`config.mk`:
```
export PLATFORM = sky130hd
export DESIGN_NAME = execute_cycle
export DESIGN_NICKNAME = d
export VERILOG_FILES = /design/src/rtl/riscv_pkg.sv /design/src/rtl/execute_cycle_alu.sv /design/src/rtl/execute_cycle.sv
export SDC_FILE = /design/constraint.sdc
export NUM_CORES = 1
export LEC_CHECK = 0
export ABC_CLOCK_PERIOD_IN_PS = 9450
export CORE_AREA = 2 2 186 206
export DETAILED_ROUTE_END_ITERATION = 16
export DIE_AREA = 0 0 188 208
export SLEW_MARGIN = 0
export SYNTH_ARGS = -nofsm -noshare
export SYNTH_HDL_FRONTEND = slang
export SYNTH_SLANG_ARGS = --single-unit
```
`constraint.sdc`:
```
create_clock -name clk -period 9.45 [get_ports clk]
set_clock_uncertainty 0.1 [all_clocks]
set_input_delay 1.89 -clock clk [delete_from_list [all_inputs] [get_ports clk]]
set_output_delay 1.89 -clock clk [all_outputs]
set_load 0.01 [all_outputs]
```
`src/rtl/riscv_pkg.sv`:
```
// Shared RISC-V pipeline definitions used by the execute stage.
//   ALU operation codes, write-back result-source codes, hazard-unit
//   forward-select codes and the branch funct3 encodings.
package riscv_pkg;

   typedef enum logic [2:0] {
      ALU_ADD  = 3'b000,
      ALU_SUB  = 3'b001,
      ALU_AND  = 3'b010,
      ALU_OR   = 3'b011,
      ALU_XOR  = 3'b100,
      ALU_SLT  = 3'b101,
      ALU_SLTU = 3'b110,
      ALU_SLL  = 3'b111
   } alu_op_t;

   typedef enum logic [1:0] {
      RES_ALU = 2'b00,
      RES_MEM = 2'b01,
      RES_PC4 = 2'b10
   } result_src_t;

   typedef enum logic [1:0] {
      FWD_RF = 2'b00,
      FWD_W  = 2'b01,
      FWD_M  = 2'b10
   } fwd_sel_t;

   localparam logic [2:0] F3_BEQ = 3'b000;
   localparam logic [2:0] F3_BNE = 3'b001;

endpackage

```
`src/rtl/execute_cycle_alu.sv`:
```
// Combinational 32-bit ALU for the execute stage.
//   SrcA, SrcB  : operands
//   ALUControl  : operation select (riscv_pkg alu_op_t codes)
//   Result      : operation result
//   Zero        : asserted when Result is all zeros
module alu
   import riscv_pkg::*;
(
   input  logic [31:0] SrcA,
   input  logic [31:0] SrcB,
   input  logic [2:0]  ALUControl,
   output logic [31:0] Result,
   output logic        Zero
);

   always_comb begin
      Result = '0;
      case (ALUControl)
         ALU_ADD:  Result = SrcA + SrcB;
         ALU_SUB:  Result = SrcA - SrcB;
         ALU_AND:  Result = SrcA & SrcB;
         ALU_OR:   Result = SrcA | SrcB;
         ALU_XOR:  Result = SrcA ^ SrcB;
         ALU_SLT:  Result = {31'b0, ($signed(SrcA) < $signed(SrcB))};
         ALU_SLTU: Result = {31'b0, (SrcA < SrcB)};
         ALU_SLL:  Result = SrcA << SrcB[4:0];
         default:  Result = '0;
      endcase
   end

   assign Zero = (Result == '0);

endmodule

```
`src/rtl/execute_cycle.sv`:
```
// Execute stage of the five-stage RISC-V pipeline.
//   Inputs : ID/EX control (RegWrite_E, ALUSrc_E, MemWrite_E, Branch_E,
//            Jump_E, ResultSrc_E, ALUControl_E, funct3_E), ID/EX operands
//            (RD1_E, RD2_E, Imm_Ext_E, PC_E, PCPlus4_E, RD_E), hazard-unit
//            forward selects (ForwardA_E, ForwardB_E) and ResultW.
//   Outputs: PCSrc_E / PCTarget_E redirect to fetch (combinational) and the
//            EX/MEM register (RegWrite_M, MemWrite_M, ResultSrc_M, RD_M,
//            ALUResult_M, WriteData_M, PCPlus4_M).
//   clk rising edge, rst asynchronous active-high.
module execute_cycle
   import riscv_pkg::*;
(
   input  logic        clk,
   input  logic        rst,
   input  logic        RegWrite_E,
   input  logic        ALUSrc_E,
   input  logic        MemWrite_E,
   input  logic        Branch_E,
   input  logic        Jump_E,
   input  logic [1:0]  ResultSrc_E,
   input  logic [2:0]  ALUControl_E,
   input  logic [2:0]  funct3_E,
   input  logic [31:0] RD1_E,
   input  logic [31:0] RD2_E,
   input  logic [31:0] Imm_Ext_E,
   input  logic [31:0] PC_E,
   input  logic [31:0] PCPlus4_E,
   input  logic [4:0]  RD_E,
   input  logic [1:0]  ForwardA_E,
   input  logic [1:0]  ForwardB_E,
   input  logic [31:0] ResultW,
   output logic        PCSrc_E,
   output logic [31:0] PCTarget_E,
   output logic        RegWrite_M,
   output logic        MemWrite_M,
   output logic [1:0]  ResultSrc_M,
   output logic [4:0]  RD_M,
   output logic [31:0] ALUResult_M,
   output logic [31:0] WriteData_M,
   output logic [31:0] PCPlus4_M
);

   logic [31:0] src_a;
   logic [31:0] fwd_b;
   logic [31:0] src_b;
   logic [31:0] alu_result;
   logic        zero;
   logic        taken;

   // Forwarding muxes; select 11 falls back to the register-file value.
   always_comb begin
      src_a = RD1_E;
      case (ForwardA_E)
         FWD_W:   src_a = ResultW;
         FWD_M:   src_a = ALUResult_M;
         default: src_a = RD1_E;
      endcase
   end

   always_comb begin
      fwd_b = RD2_E;
      case (ForwardB_E)
         FWD_W:   fwd_b = ResultW;
         FWD_M:   fwd_b = ALUResult_M;
         default: fwd_b = RD2_E;
      endcase
   end

   // Store data always comes from the forwarded rs2, never the immediate.
   assign src_b = ALUSrc_E ? Imm_Ext_E : fwd_b;

   alu u_alu (
      .SrcA       (src_a),
      .SrcB       (src_b),
      .ALUControl (ALUControl_E),
      .Result     (alu_result),
      .Zero       (zero)
   );

   always_comb begin
      taken = 1'b0;
      case (funct3_E)
         F3_BEQ:  taken = zero;
         F3_BNE:  taken = ~zero;
         default: taken = 1'b0;
      endcase
   end

   assign PCSrc_E    = Jump_E | (Branch_E & taken);
   assign PCTarget_E = PC_E + Imm_Ext_E;

   always_ff @(posedge clk or posedge rst) begin
      if (rst) begin
         RegWrite_M  <= 1'b0;
         MemWrite_M  <= 1'b0;
         ResultSrc_M <= '0;
         RD_M        <= '0;
         ALUResult_M <= '0;
         WriteData_M <= '0;
         PCPlus4_M   <= '0;
      end else begin
         RegWrite_M  <= RegWrite_E;
         MemWrite_M  <= MemWrite_E;
         ResultSrc_M <= ResultSrc_E;
         RD_M        <= RD_E;
         ALUResult_M <= alu_result;
         WriteData_M <= fwd_b;
         PCPlus4_M   <= PCPlus4_E;
      end
   end

endmodule

```
==> run_1/flops_by_reg.png <==
Scale bar: 50 um.
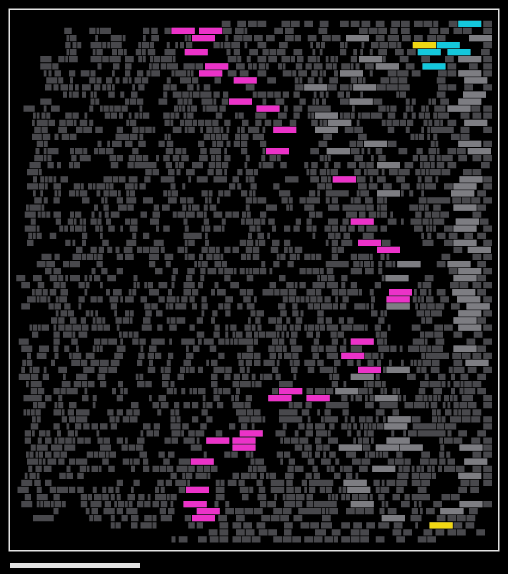
- ALUResult_M: magenta (sequential cells 32)
- ResultSrc_M: yellow (sequential cells 2)
- RD_M: cyan (sequential cells 5; where north-east)
- not colored: 66
final core occ: 0.545
flop share of the area: 0.131

==> run_1/clocks.png <==
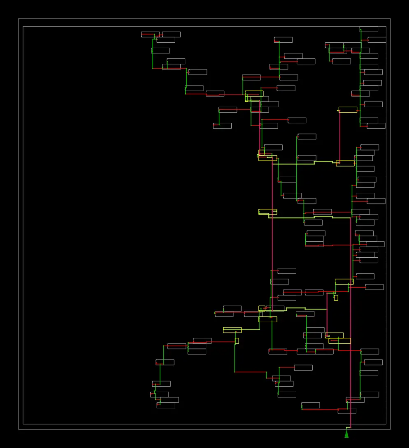
clock network power: 379 uW
clk sink count: 105

==> run summary, run 1 <==
met3 usage: 0.0661
CTS max path bufs: 2
Hold Crit Class: reg2reg
reg2reg path depth: 17
Chip Footprint: 0.0391 sq mm
Top Consumer: combinational cells
DP HPWL: 59.2 mm
final setup TNS: 0 ns
fmax: 108 MHz
cts hold-fix bufs: 0
Comb power frac: 0.688
routability congestion estimate: 1.03
bufs w/o clock: 760
RSZ-0062 raised after global routing: false
synth cell count leaders: nor2_1, a21oi_1, inv_1, ha_1, nand2_1
cell type with the largest total area: dfrtp_1
outcome: completed
PostCTS Resize Cnt: 45
Syn Std Cell Area: 0.0128 sq mm
r2r setup slk: 4.97 ns
dpl ws: -0.651 ns
Worst Path Required: 7.46 ns
Logic inverters: 151
sw power: 1.33 mW
Signal buf overhead: 0.331
logic area: 0.00937 sq mm
Max stage delay on crit path: 0.56 ns
Post-synth EDFFs: 0
fp util: 0.346
tool warning count: 93
Crit. End Element: output port
Clk pin slew, worst setup/hold paths: 0.08 ns
Die H: 208 um
asr flop ratio synth: 1.00
Avg Cell Area, Syn: 7.55 sq um
most used routing layer: met2
CP Buf/Inv Count: 7
==> run_1/wires.png <==
Scale bar: 50 um. Only two layers are drawn.
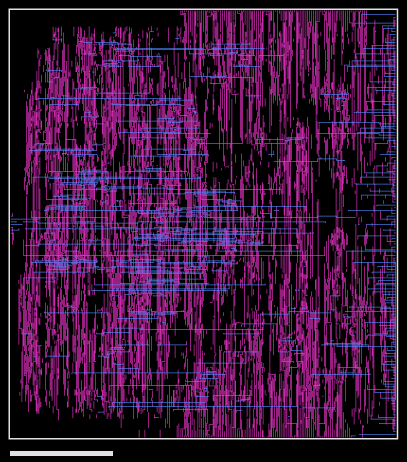
- metal 2: magenta (wire length 32.8 mm)
- metal 3: blue (wire length 6180 um)
vias: 16533
Total Wirelength: 70.8 mm
wire per inst: 24.7 um
gr usage total: 0.352

==> run_1/placement_by_type.png <==
Fill, decap, tap and diode cells in gray.
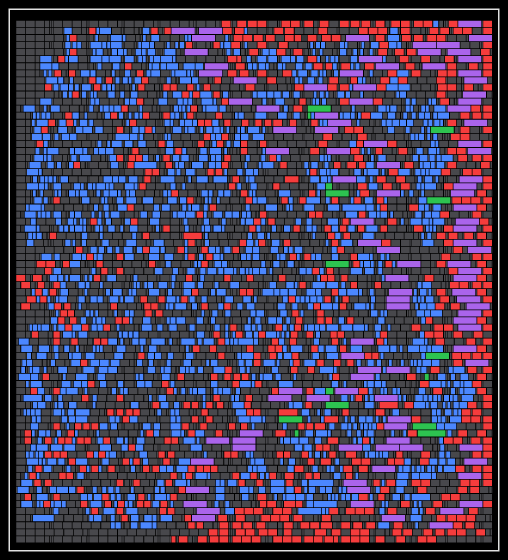
- clock drivers and dummy loads: green (cells 15; share of their area 1.5%)
- sequential cells: purple (cells 105; share of their area 13%)
- combinational and other logic: blue (cells 1491; share of their area 51%)
- remaining buffers and delay cells: red (cells 760; share of their area 34%)
row count: 74
post-route cell area: 0.0201 sq mm
core area: 0.0369 sq mm

## Run 2: what changed since run 1
--- a/config.mk
+++ b/config.mk
@@ -5,7 +5,7 @@
 export SDC_FILE = /design/constraint.sdc
 export NUM_CORES = 1
 export LEC_CHECK = 0
-export ABC_CLOCK_PERIOD_IN_PS = 9450
+export ABC_CLOCK_PERIOD_IN_PS = 8900
 export CORE_AREA = 2 2 186 206
 export DETAILED_ROUTE_END_ITERATION = 16
 export DIE_AREA = 0 0 188 208
==> constraint.sdc (replaced) <==
create_clock -name clk -period 8.9 [get_ports clk]
set_clock_uncertainty 0.1 [all_clocks]
set_input_delay 1.78 -clock clk [delete_from_list [all_inputs] [get_ports clk]]
set_output_delay 1.78 -clock clk [all_outputs]
set_load 0.01 [all_outputs]
==> run_2/wires.png <==
Scale bar: 50 um. Only two layers are drawn.
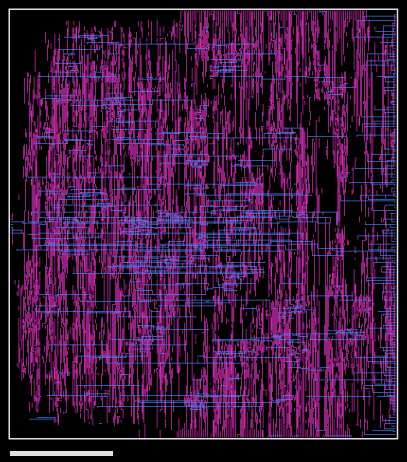
- metal 3: blue (wire length 6600 um)
- metal 2: magenta (wire length 33.0 mm)
wire per inst: 24.3 um
vias: 16918

==> run 2 against run 1 <==
Net effect:
- via count increased by 2.3%
- routed wire length is 1.7% higher
- clock power increased by 12%
- cell count increased by 3.6%
- synthesized cell count stayed put
- die area stayed put
- critical path type unchanged
- largest power group unchanged
==> run summary, run 2 <==
Worst Path Required: 7.02 ns (-0.44 ns)
asr flop ratio synth: 1.00 (unchanged)
dpl ws: -1.06 ns (-0.408 ns)
most used routing layer: met2
routability congestion estimate: 1.01 (-1.8%)
post-route cell area: 0.0212 sq mm (+5.2%)
final core occ: 0.573 (+0.0283)
outcome: completed
Max stage delay on crit path: 0.52 ns (-0.04 ns)
clock network power: 425 uW (+12%)
core area: 0.0369 sq mm (unchanged)
CTS max path bufs: 2 (unchanged)
gr usage total: 0.357 (+0.00480)
final setup TNS: 0 ns (unchanged)
clk sink count: 105 (unchanged)
cell type with the largest total area: dfrtp_1
met3 usage: 0.0779 (+0.0118)
Top Consumer: combinational cells
cts hold-fix bufs: 0 (unchanged)
tool warning count: 93 (unchanged)
Total Wirelength: 72.1 mm (+1.7%)
row count: 74 (unchanged)
PostCTS Resize Cnt: 68 (+51%)
Clk pin slew, worst setup/hold paths: 0.08 ns (about the same)
Power and IR drop assume default switching activity.
